--- src/rtl/mem_pkg.sv ---
// Shared definitions for the MEM-stage load/store sequencer: opcodes,
// funct3 encodings, FSM states and access-size helpers.
package mem_pkg;

  localparam logic [6:0] OP_LOAD  = 7'b0000011;
  localparam logic [6:0] OP_STORE = 7'b0100011;

  typedef enum logic [2:0] {
    F3_B  = 3'b000,
    F3_H  = 3'b001,
    F3_W  = 3'b010,
    F3_BU = 3'b100,
    F3_HU = 3'b101
  } funct3_e;

  typedef enum logic [1:0] {
    IDLE,
    REQ,
    WAIT,
    DONE
  } state_e;

  typedef enum logic [1:0] {
    SZ_B,
    SZ_H,
    SZ_W
  } size_e;

  // Any funct3 outside the five defined load/store encodings behaves as a word.
  function automatic size_e accessSize(input logic [2:0] funct3);
    case (funct3)
      F3_B, F3_BU: accessSize = SZ_B;
      F3_H, F3_HU: accessSize = SZ_H;
      default:     accessSize = SZ_W;
    endcase
  endfunction

  // Halfwords need an even address, words need a 4-byte aligned address.
  function automatic logic isMisaligned(input size_e size, input logic [1:0] offset);
    case (size)
      SZ_H:    isMisaligned = offset[0];
      SZ_W:    isMisaligned = |offset;
      default: isMisaligned = 1'b0;
    endcase
  endfunction

endpackage

--- src/rtl/mem_access_unit_load_align.sv ---
// Load data aligner: moves the addressed byte/halfword of a read word down
// to bit 0 and sign- or zero-extends it. Purely combinational so it can also
// sit on the DMA read path.
module load_align
  import mem_pkg::*;
(
  input  logic [31:0] rdata_i,
  input  logic [1:0]  offset_i,
  input  logic [2:0]  funct3_i,
  output logic [31:0] result_o
);

  logic [31:0] shifted;

  // Shift the lane down by the byte offset, then extend per funct3.
  always_comb begin
    shifted = rdata_i >> {offset_i, 3'b000};
    case (funct3_i)
      F3_B:    result_o = {{24{shifted[7]}}, shifted[7:0]};
      F3_BU:   result_o = {24'b0, shifted[7:0]};
      F3_H:    result_o = {{16{shifted[15]}}, shifted[15:0]};
      F3_HU:   result_o = {16'b0, shifted[15:0]};
      default: result_o = shifted;
    endcase
  end

endmodule

--- src/rtl/mem_access_unit.sv ---
// MEM-stage load/store sequencer. Decodes the instruction sitting in MEM,
// aligns store data, runs the request/response handshake with data memory,
// and holds the pipeline until the access has finished.
module mem_access_unit
  import mem_pkg::*;
(
  input  logic        clk,
  input  logic        rst,
  input  logic [31:0] inst_RegM,
  input  logic [31:0] alu_out_out,
  input  logic [31:0] rs2_data_out,
  input  logic        stall_other,
  output logic        stall_mem,
  output logic        dm_req,
  output logic        dm_we,
  output logic [31:0] dm_addr,
  output logic [3:0]  dm_wstrb,
  output logic [31:0] dm_wdata,
  input  logic        dm_ready,
  input  logic        dm_rvalid,
  input  logic [31:0] dm_rdata,
  output logic [31:0] load_data,
  output logic        load_valid,
  output logic        misalign
);

  state_e      state_q, state_d;
  logic [31:0] addr_q, addr_d;
  logic [31:0] wdata_q, wdata_d;
  logic [3:0]  wstrb_q, wstrb_d;
  logic        we_q, we_d;
  logic        misalign_q, misalign_d;
  logic [1:0]  offset_q, offset_d;
  logic [2:0]  funct3_q, funct3_d;
  logic [31:0] loadData_q, loadData_d;

  logic [6:0]  opcode;
  logic [2:0]  funct3;
  logic [1:0]  offset;
  logic        isLoad;
  logic        isStore;
  logic        isMem;
  size_e       size;
  logic        misaligned;
  logic [31:0] storeWdata;
  logic [3:0]  storeWstrb;
  logic [31:0] alignedLoad;

  // Register-number and immediate fields play no part in the memory access.
  logic unused_inst;
  assign unused_inst = ^{inst_RegM[31:15], inst_RegM[11:7]};

  // Decode the instruction currently held in MEM.
  always_comb begin
    opcode     = inst_RegM[6:0];
    funct3     = inst_RegM[14:12];
    offset     = alu_out_out[1:0];
    isLoad     = (opcode == OP_LOAD);
    isStore    = (opcode == OP_STORE);
    isMem      = isLoad | isStore;
    size       = accessSize(funct3);
    misaligned = isMisaligned(size, offset);
  end

  // Replicate store data into every lane and enable only the addressed bytes.
  always_comb begin
    storeWdata = rs2_data_out;
    storeWstrb = 4'b1111;
    case (size)
      SZ_B: begin
        storeWdata = {4{rs2_data_out[7:0]}};
        storeWstrb = 4'b0001 << offset;
      end
      SZ_H: begin
        storeWdata = {2{rs2_data_out[15:0]}};
        storeWstrb = 4'b0011 << offset;
      end
      default: begin
        storeWdata = rs2_data_out;
        storeWstrb = 4'b1111;
      end
    endcase
  end

  load_align uLoadAlign (
    .rdata_i  (dm_rdata),
    .offset_i (offset_q),
    .funct3_i (funct3_q),
    .result_o (alignedLoad)
  );

  // Next-state logic: bus fields are captured once on leaving IDLE so they
  // stay stable for the whole request even if the pipeline inputs wiggle.
  always_comb begin
    state_d    = state_q;
    addr_d     = addr_q;
    wdata_d    = wdata_q;
    wstrb_d    = wstrb_q;
    we_d       = we_q;
    misalign_d = misalign_q;
    offset_d   = offset_q;
    funct3_d   = funct3_q;
    loadData_d = loadData_q;
    case (state_q)
      IDLE: begin
        if (isMem) begin
          if (misaligned) begin
            misalign_d = 1'b1;
            state_d    = DONE;
          end else begin
            misalign_d = 1'b0;
            addr_d     = {alu_out_out[31:2], 2'b00};
            we_d       = isStore;
            wdata_d    = isStore ? storeWdata : 32'b0;
            wstrb_d    = isStore ? storeWstrb : 4'b0000;
            offset_d   = offset;
            funct3_d   = funct3;
            state_d    = REQ;
          end
        end
      end
      REQ: begin
        if (dm_ready) begin
          state_d = we_q ? DONE : WAIT;
        end
      end
      WAIT: begin
        if (dm_rvalid) begin
          loadData_d = alignedLoad;
          state_d    = DONE;
        end
      end
      DONE: begin
        if (!stall_other) begin
          state_d = IDLE;
        end
      end
      default: state_d = IDLE;
    endcase
  end

  // State and captured-access registers with synchronous reset.
  always_ff @(posedge clk) begin
    if (rst) begin
      state_q    <= IDLE;
      addr_q     <= '0;
      wdata_q    <= '0;
      wstrb_q    <= '0;
      we_q       <= 1'b0;
      misalign_q <= 1'b0;
      offset_q   <= '0;
      funct3_q   <= '0;
      loadData_q <= '0;
    end else begin
      state_q    <= state_d;
      addr_q     <= addr_d;
      wdata_q    <= wdata_d;
      wstrb_q    <= wstrb_d;
      we_q       <= we_d;
      misalign_q <= misalign_d;
      offset_q   <= offset_d;
      funct3_q   <= funct3_d;
      loadData_q <= loadData_d;
    end
  end

  // Stall is dropped in DONE so the pipeline advances exactly once per access.
  always_comb begin
    stall_mem  = ((state_q == IDLE) && isMem) || (state_q == REQ) || (state_q == WAIT);
    dm_req     = (state_q == REQ);
    dm_we      = we_q;
    dm_addr    = addr_q;
    dm_wstrb   = wstrb_q;
    dm_wdata   = wdata_q;
    load_data  = loadData_q;
    load_valid = (state_q == DONE) && !we_q && !misalign_q;
    misalign   = (state_q == DONE) && misalign_q;
  end

endmodule

--- config.mk ---
export PLATFORM = sky130hd
export DESIGN_NAME = mem_access_unit
export DESIGN_NICKNAME = d
export VERILOG_FILES = /design/src/rtl/mem_pkg.sv /design/src/rtl/mem_access_unit_load_align.sv /design/src/rtl/mem_access_unit.sv
export SDC_FILE = /design/constraint.sdc
export NUM_CORES = 1
export LEC_CHECK = 0
export ABC_AREA = 1
export CAP_MARGIN = 10
export CELL_PAD_IN_SITES_DETAIL_PLACEMENT = 1
export CELL_PAD_IN_SITES_GLOBAL_PLACEMENT = 1
export CORE_ASPECT_RATIO = 0.8
export CORE_MARGIN = 2
export CORE_UTILIZATION = 42
export DETAILED_ROUTE_END_ITERATION = 8
export DONT_BUFFER_PORTS = 1
export GPL_ROUTABILITY_DRIVEN = 1
export HOLD_SLACK_MARGIN = 0.1
export PLACE_DENSITY = 0.89
export SLEW_MARGIN = 30
export SYNTH_ARGS = -nofsm -noshare
export SYNTH_HDL_FRONTEND = slang
export SYNTH_SLANG_ARGS = --single-unit
export TNS_END_PERCENT = 5
--- constraint.sdc ---
create_clock -name clk -period 2.15 [get_ports clk]
set_input_delay 0.5375 -clock clk [delete_from_list [all_inputs] [get_ports clk]]
set_output_delay 0.5375 -clock clk [all_outputs]
set_load 0.01 [all_outputs]
**PDN straps and rails**

The bar under the picture is 50 um long. Pins as bars on the die edge. Tap cells in grey.
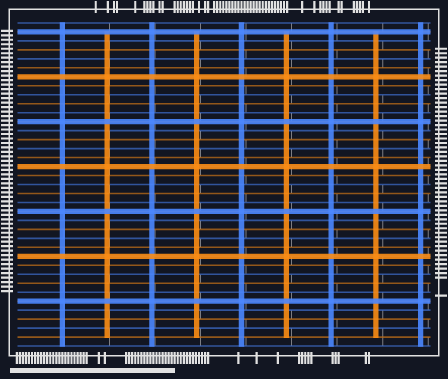
colour	net
blue	VSS
orange	VDD
rows	36
signal pins	238
met1 rails	37
peak supply drop: 409 uV
die x size: 130 um
die height: 105 um
Core ar.: 12300 um^2

**Cells coloured by class**

The bar under the picture is 50 um long.
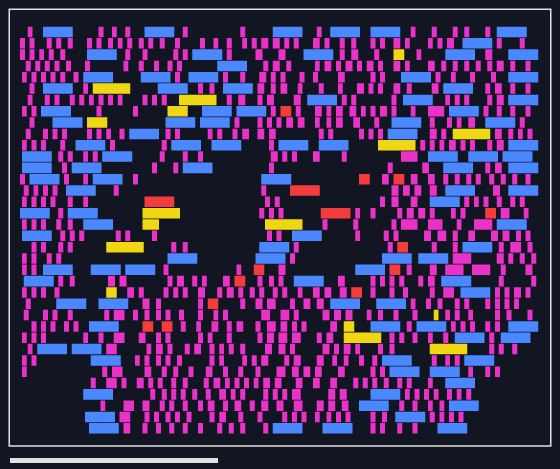
colour	class	cells	share of their area
magenta	remaining logic cells	703	53%
red	remaining buffers and delay cells	15	2.7%
blue	sequential cells	107	39%
yellow	clock drivers and dummy loads	16	5.3%

**Routed clock nets over the placement**

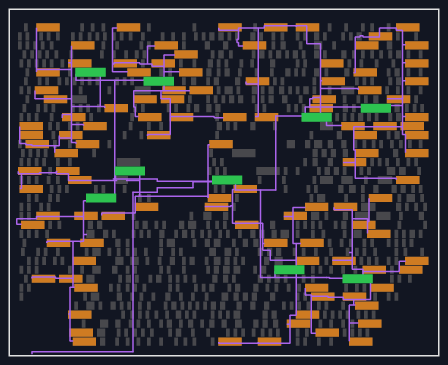
[green] clock-net drivers | count: 9
[orange] flip-flops | count: 107
[purple] clock wires | length: 1310 um
flops lie	spread over the die
routed clock nets	10
clock skew: 0.00463 ns
Clock Power Share: 34.8%

**Signal wires by layer**

The bar under the picture is 50 um long. Only two layers are drawn.
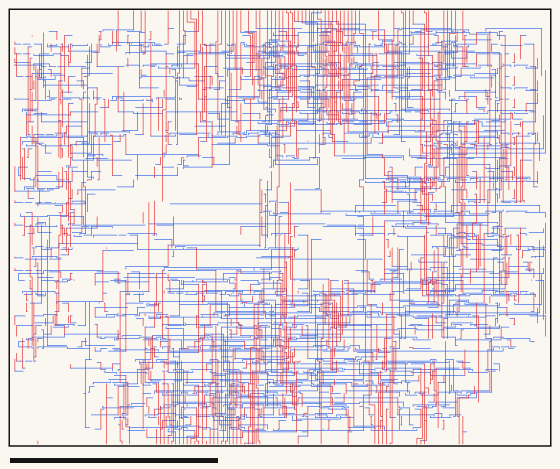
colour	layer	wire length
red	M2	6970 um
blue	M1	7290 um
Overall Global Routing Usage: 22.9%
drt wl/cell: 15.8 um
final WL: 16000 um

==> results_slide.txt <==
Flow Results at a Glance

Synthesis
  • Avg Cell Area, Syn: 6.19 um^2
  • Synth cell types: 26
  • Flops after synth: between 100 and 150
  • Dominant comb cell: simple AND/OR/NAND/NOR gates
  • Mux share: 0%
  • Yosys chip area: between 5000 and 6000 um^2
  • Top cells, area: dfxtp_1 (40%), nand2_1 (22%), nor2_1 (11%)
  • Synth warn: 0
  • Mapped Area: approximately 5300 um^2

Layout
  • Largest class: multi-input combinational cells
  • Signal buf overhead: between 2 and 3%
  • Flop share of the area: ~37%
  • Clock-cell share: under 10%
  • Antenna cell count: 0
  • Synth-to-Final Area Change: 7.80%
  • Flop area: between 2000 and 2500 um^2
  • Non-clock buffer count: 15

Clocking
  • Worst-Skew Late Latency: between 0.3 and 0.4 ns
  • Postcts setup bufs: 0
  • Maximum clock path buffer count: 2
  • # resized after CTS: 0
  • CTS tree: done

Setup path
  • Worst flop-to-flop path endpoint: dm_wstrb[2]
  • Crit path to: stall_mem
  • Worst Path Required: roughly 1.6 ns
  • Crit path from: state_q[0]
  • Startpoint types: flop
  • CP arrival: about 1.5 ns
  • Crit Path Class: reg -> out

Run
  • Max_cap viols: 0
  • Tool warnings: ~51

Die
  • Chip area: ~14000 um^2
  • Top Ports: about 240
  • Site Rows: 36

Global routing
  • Vias in the first global route: approximately 4800
  • Initial antenna violation count: 0
  • First-pass GRT wire length: around 25000 um

STA
  • Hold violation total from the final report: 0
  • Fin crit share: around 93%
  • Fin crit period: about 2.0 ns
  • Max Clock Freq: between 400 and 500 MHz

Power
  • Total power: approximately 4600 uW

Run status
  • Status: complete, no violations

Min path
  • Hold Path End: state_q[0]
  • Hold Crit Depth: 1

Place
  • Placer Congestion: approximately 0.86

Drt
  • Via count: about 5100
  • Detailed Routing Iterations Pass 1: 4
[Yosys cell counts (all sizes together)]
master and n:
conb 1, dfxtp 107, nand3 91, nand2 305
nand3b 1, inv 81, clkinv 2, nor3 10
buf 36, or2 1, a31oi 8, a21oi 23
nor2 159, clkbuf 14, o21ai 7, ha 4
nor3b 1, o211ai 7
[power breakdown]
part / total, uW / switching [uW] / internal [uW]
logic: 709 / 453 / 256
registers: 2300 / 175 / 2120
clock network: 1610 / 747 / 858
total: 4610 / 1380 / 3240
[worst max-delay path, cell delays in order (launching register included)]
cell and delay [ns]:
dfxtp_1 0.41, inv_1 0.11, ha_1 0.31, a21oi_1 0.18
nand2_1 0.12
[cell families (layout without fill, tap and decap cells)]
logic type,count (synthesis),after routing
adder cells (fa/ha/maj),4,4
other,1,2
buffers and inverters,133,114
AND/OR/NAND/NOR,568,569
AND-OR/OR-AND,45,45
flip-flops,107,107
[flip-flops by register name, indices dropped and copies added (netlist names)]
register,cells
load_data,32
offset_q,2
misalign_q,1
funct3_q,3
dm_addr,30
dm_wdata,32
dm_we,1
dm_wstrb,4
state_q,2
[per-layer routing]
metal	share of wire, %	global-route usage [%]	vias up
li1	-	-	2580
met1	46	30.4	2309
met2	44	34.4	182
met3	9.5	9.52	15
met4	1.4	5.99	0
met5	0	0	-
[per-stage QoR]
stage / cells / hold WS (ns) / setup slack (ns) / area (um^2) / utilization [%]
after global placement: 995 / 0.469 / 0.234 / 5420 / 44.2
after detailed placement: 995 / 0.487 / 0.0748 / 5420 / 44.2
after CTS: 1011 / 0.247 / 0.0195 / 5710 / 46.6
final: 1012 / 0.277 / 0.148 / 5720 / 46.7
after floorplan: 859 / 0.455 / 0.569 / 5310 / -
after global routing: 1012 / 0.260 / 0.0111 / 5720 / 46.7
Power is estimated from default activity; no workload was simulated.
